===== config.mk =====
export PLATFORM = sky130hd
export DESIGN_NAME = pha_meas
export DESIGN_NICKNAME = d
export VERILOG_FILES = /design/src/rtl/pha_meas.sv
export SDC_FILE = /design/constraint.sdc
export NUM_CORES = 1
export LEC_CHECK = 0
export ABC_AREA = 1
export ABC_CLOCK_PERIOD_IN_PS = 5100
export CELL_PAD_IN_SITES_DETAIL_PLACEMENT = 1
export CELL_PAD_IN_SITES_GLOBAL_PLACEMENT = 2
export CORE_AREA = 3 3 175 177
export DETAILED_ROUTE_END_ITERATION = 8
export DIE_AREA = 0 0 178 180
export PLACE_DENSITY = 0.79
export SLEW_MARGIN = 20
export SYNTH_ARGS = -nofsm -noshare
export SYNTH_HDL_FRONTEND = slang
export SYNTH_SLANG_ARGS = --single-unit

===== constraint.sdc =====
create_clock -name clk -period 5.1 [get_ports clk]
set_clock_uncertainty 0.1 [all_clocks]
set_input_delay 1.02 -clock clk [delete_from_list [all_inputs] [get_ports clk]]
set_output_delay 1.02 -clock clk [all_outputs]
set_load 0.05 [all_outputs]

===== src/rtl/pha_meas.sv =====
// rtl/pha_meas.sv - phase lag of a dut square wave behind a ref square wave, as a 12-bit word and in degrees
module pha_meas #(
  parameter int CNT_W   = 24,
  parameter int TIMEOUT = 5000000
) (
  input  logic        clk,
  input  logic        rst,
  input  logic        sig_ref_in,
  input  logic        sig_dut_in,
  output logic [11:0] pha_word_out,
  output logic [11:0] pha_oled_out,
  output logic        valid_out,
  output logic        nosig_out
);

  typedef enum logic [1:0] {IDLE, MEAS, DIV, DONE} state_t;

  localparam logic [CNT_W-1:0] CNT_MAX = '1;
  localparam logic [CNT_W-1:0] TO_CNT  = CNT_W'(TIMEOUT);
  localparam logic [CNT_W-1:0] MIN_CNT = CNT_W'(15);

  state_t           state, state_nxt;
  logic [2:0]       ref_sync, dut_sync;
  logic             ref_edge, dut_edge;
  logic [CNT_W-1:0] period_cnt, delay_cnt;
  logic             dut_seen;
  logic             close_ok, start_div, discard, timeout_hit;
  logic [CNT_W:0]   div_p, div_rem, rem_sub;
  logic [CNT_W+1:0] rem_sh;
  logic [11:0]      div_q, w_next;
  logic [3:0]       div_cnt;
  logic             q_bit, div_last;

  always_ff @(posedge clk) begin
    if (rst) begin
      ref_sync <= '0;
      dut_sync <= '0;
    end else begin
      ref_sync <= {ref_sync[1:0], sig_ref_in};
      dut_sync <= {dut_sync[1:0], sig_dut_in};
    end
  end

  assign ref_edge = ref_sync[1] & ~ref_sync[2];
  assign dut_edge = dut_sync[1] & ~dut_sync[2];

  // Counting runs through DIV/DONE too; any ref edge restarts the period.
  always_ff @(posedge clk) begin
    if (rst) begin
      period_cnt <= '0;
      delay_cnt  <= '0;
      dut_seen   <= 1'b0;
    end else if (ref_edge) begin
      period_cnt <= '0;
      delay_cnt  <= '0;
      dut_seen   <= dut_edge;
    end else if (state != IDLE) begin
      if (period_cnt != CNT_MAX) period_cnt <= period_cnt + 1'b1;
      if (!dut_seen) begin
        if (delay_cnt != CNT_MAX) delay_cnt <= delay_cnt + 1'b1;
        if (dut_edge) dut_seen <= 1'b1;
      end
    end
  end

  assign close_ok    = dut_seen && (period_cnt >= MIN_CNT);
  assign start_div   = (state == MEAS) && ref_edge && close_ok;
  assign discard     = (state == MEAS) && ref_edge && !close_ok;
  assign timeout_hit = (state == MEAS) && !ref_edge && (period_cnt >= TO_CNT);

  // Restoring division of D*4096 by P: shift remainder, try-subtract, one quotient bit per cycle.
  assign rem_sh   = {div_rem, 1'b0};
  assign q_bit    = rem_sh >= {1'b0, div_p};
  assign rem_sub  = (CNT_W+1)'(rem_sh - {1'b0, div_p});
  assign w_next   = {div_q[10:0], q_bit};
  assign div_last = (div_cnt == 4'd11);

  always_ff @(posedge clk) begin
    if (rst) begin
      div_p        <= '0;
      div_rem      <= '0;
      div_q        <= '0;
      div_cnt      <= '0;
      pha_word_out <= '0;
      pha_oled_out <= '0;
      nosig_out    <= 1'b1;
    end else begin
      if (start_div) begin
        div_p   <= (CNT_W+1)'(period_cnt) + 1'b1;
        div_rem <= {1'b0, delay_cnt};
        div_q   <= '0;
        div_cnt <= '0;
      end else if (state == DIV) begin
        div_rem <= q_bit ? rem_sub : rem_sh[CNT_W:0];
        div_q   <= w_next;
        div_cnt <= div_cnt + 1'b1;
        if (div_last) begin
          pha_word_out <= w_next;
          pha_oled_out <= 12'((21'(w_next) * 21'd360) >> 12);
          nosig_out    <= 1'b0;
        end
      end
      if (discard || timeout_hit) nosig_out <= 1'b1;
    end
  end

  always_ff @(posedge clk) begin
    if (rst) state <= IDLE;
    else     state <= state_nxt;
  end

  always_comb begin
    state_nxt = state;
    case (state)
      IDLE: if (ref_edge) state_nxt = MEAS;
      MEAS: begin
        if (start_div)        state_nxt = DIV;
        else if (timeout_hit) state_nxt = IDLE;
      end
      DIV:  if (div_last) state_nxt = DONE;
      DONE: state_nxt = MEAS;
      default: state_nxt = IDLE;
    endcase
  end

  always_comb begin
    valid_out = (state == DONE);
  end

endmodule


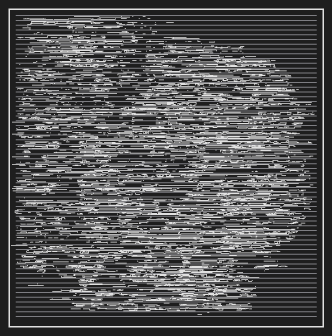
(signal wires on met1)
Supply wires on this layer in gray.
The layer holds 48% of the routed length. The layer carries 16400 um of wire. The wires run mostly horizontal. The longest straight run is 64.4 um.

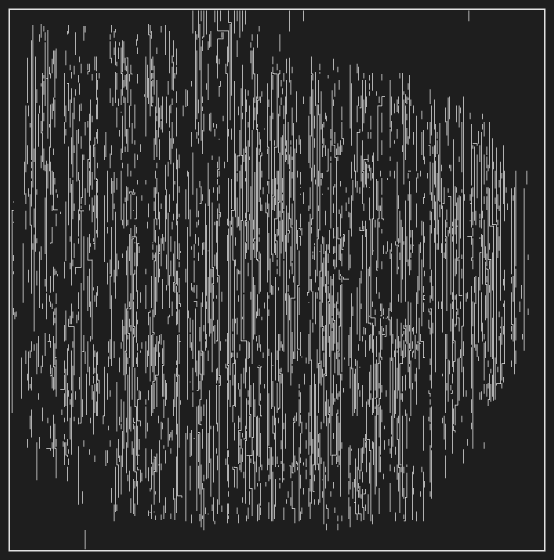
(M2 wires)
The layer carries 15900 um of wire. 1349 nets have wire on it.

[worst max-delay path: cells and delay by family, from the launching register on]
| family | cells | cell delay [ns] |
|---|---|---|
| compound gates | 4 | 0.54 |
| fa+ha+maj | 5 | 1.88 |
| flops | 1 | 0.36 |
| simple gates | 11 | 1.53 |
[placed cells by master, fill, tap and decap left out, types with 5 or more instances in the layout]
cell type	Yosys	layout
nand4_1	36	36
o22ai_1	29	29
nand2_2	5	5
xor2_1	24	24
nand3b_1	5	5
o21ai_1	19	19
ha_1	65	65
inv_2	9	9
inv_1	291	291
clkdlybuf4s50_1	0	25
a21oi_1	121	121
nor3_1	13	13
nor3_2	5	5
clkbuf_16	0	17
dfxtp_1	144	144
nand3_1	87	87
fa_1	18	18
nor2_1	104	103
buf_4	6	8
xnor2_1	23	23
o21ai_0	48	48
nand2_1	379	379
[logic make-up (layout without fill, tap and decap cells)]
logic type,Yosys count,count (layout)
and+or+nand+nor,667,667
buffers and inverters,349,368
AOI/OAI and AO/OA,237,237
DFF,144,144
adders and majority gates,83,83
xor gates and xnor gates,47,47
other,1,3
[sequential cells by signal, summed over array words and instances, names as in the netlist]
| name | flops |
|---|---|
| div_p | 25 |
| div_rem | 25 |
| delay_cnt | 24 |
| period_cnt | 24 |
| pha_word_out | 12 |
| div_q | 11 |
| pha_oled_out | 9 |
| div_cnt | 4 |
| dut_sync | 3 |
| ref_sync | 3 |
| state | 2 |
| dut_seen | 1 |
| nosig_out | 1 |
[path summary, 6_finish.rpt]
kind / from / endpoint / slack (ns) / cells after the start
max: div_rem[9] / pha_oled_out[5] / 0.60 / 20
min: dut_sync[2] / dut_seen / 0.32 / 1
max reg2reg: div_rem[9] / pha_oled_out[5] / 0.60 / 20
min reg2reg: dut_sync[2] / dut_seen / 0.32 / 1
[layout make-up]
class / instances / share of cell area
Clock inverter: 12 / 0.0161
Timing Repair Buffer: 34 / 0.0278
Tap cell: 390 / 0.0430
Inverter: 303 / 0.101
Sequential cell: 144 / 0.254
Multi-Input combinational cell: 1037 / 0.518
Clock buffer: 19 / 0.0399
[cells in the mapped netlist (all sizes together) (4+ instances only)]
cell and count:
dfxtp 144, nor4 4, nand2 386, inv 302
ha 65, o21ai 69, xor2 24, nand3 94
a21oi 124, nand4 36, or2 4, buf 31
nand3b 6, o22ai 29, xnor2 23, nor2 110
a31oi 4, nor3 22, clkbuf 15, fa 18
[per-layer routing]
layer	wire, um	vias up
met3	1080	33
met2	15900	110
met4	685	0
li1	-	4842
met1	16400	4601
met5	0	-
==> results.txt <==
Synthesis and place-and-route results.

- The flow ran to the end, and the final reports show no timing, DRC or antenna violations.
- STA classifies the critical path startpoint as a flip-flop.
- Per the CTS log, the buffer count on the longest clock path is 2.
- The cell area after technology mapping is 0.0102 mm2.
- For this run, the number of standard cells in the final layout without fillers is 1939.
- The die extent in y is 180 um.
- Setup repair after global routing left no endpoint under its margin.
- Counting endpoints that fail hold in the final report gives 0.
- The warning tally printed by Yosys for this design is 0.
- The least setup slack across all paths after layout is 0.596 ns.
- The number of instances resized during post-cts repair is 0.
- The area fraction in mux cells is 0.
- The total of fill cells in the finished design is 3797.
- The maximum number of pins on one net before global-route repair is 42.
- Looking at the global route congestion table, the highest-usage layer is met2.
- The final layout contains routed wiring with a total length of 34100 um.
- Leaving out buffers and inverters, the combinational logic in the layout accounts for 0.00588 mm2.
- The number of maximum-capacitance violations is 0.
- For reference, the placement row count at floorplan is 63.
- The global-route wire length before repair is 55400 um.
- The count of pins over their slew limit is 0.
- In this run the tools logged warnings totalling 33.
- In this run, the synthesized area fraction spent on xor and xnor cells is recorded as 0.0404.
- The fraction of met2 tracks used by global routing is 0.363.
- Per the synthesis report, the adder-cell share of the synthesized area is 0.115.
- Once detail routing completed, the nets flagged for antenna violations numbered 0.
- The number of synthesized register bits is 144.
- Detailed placement reports a standard cell area of 0.0107 mm2.
- The sink count of the clock tree is 144.
- The summed area of non-filler cells in the final layout is 0.0113 mm2.
- The clock buffer count from CTS is 17.
- The chip area is 0.0320 mm2.
- The number of placed instances, taps included is 1908.
- The pre-CTS setup check shows a worst slack of 0.603 ns.
- CTS built an H-tree with a depth of 4.
- In this build the clock could be raised as far as 0.222 GHz.
- The cell with the largest stage delay on the worst path is fa_1.
- The final global-route overflow total is 0.
- The post-synth count of flops with an enable pin is 0.
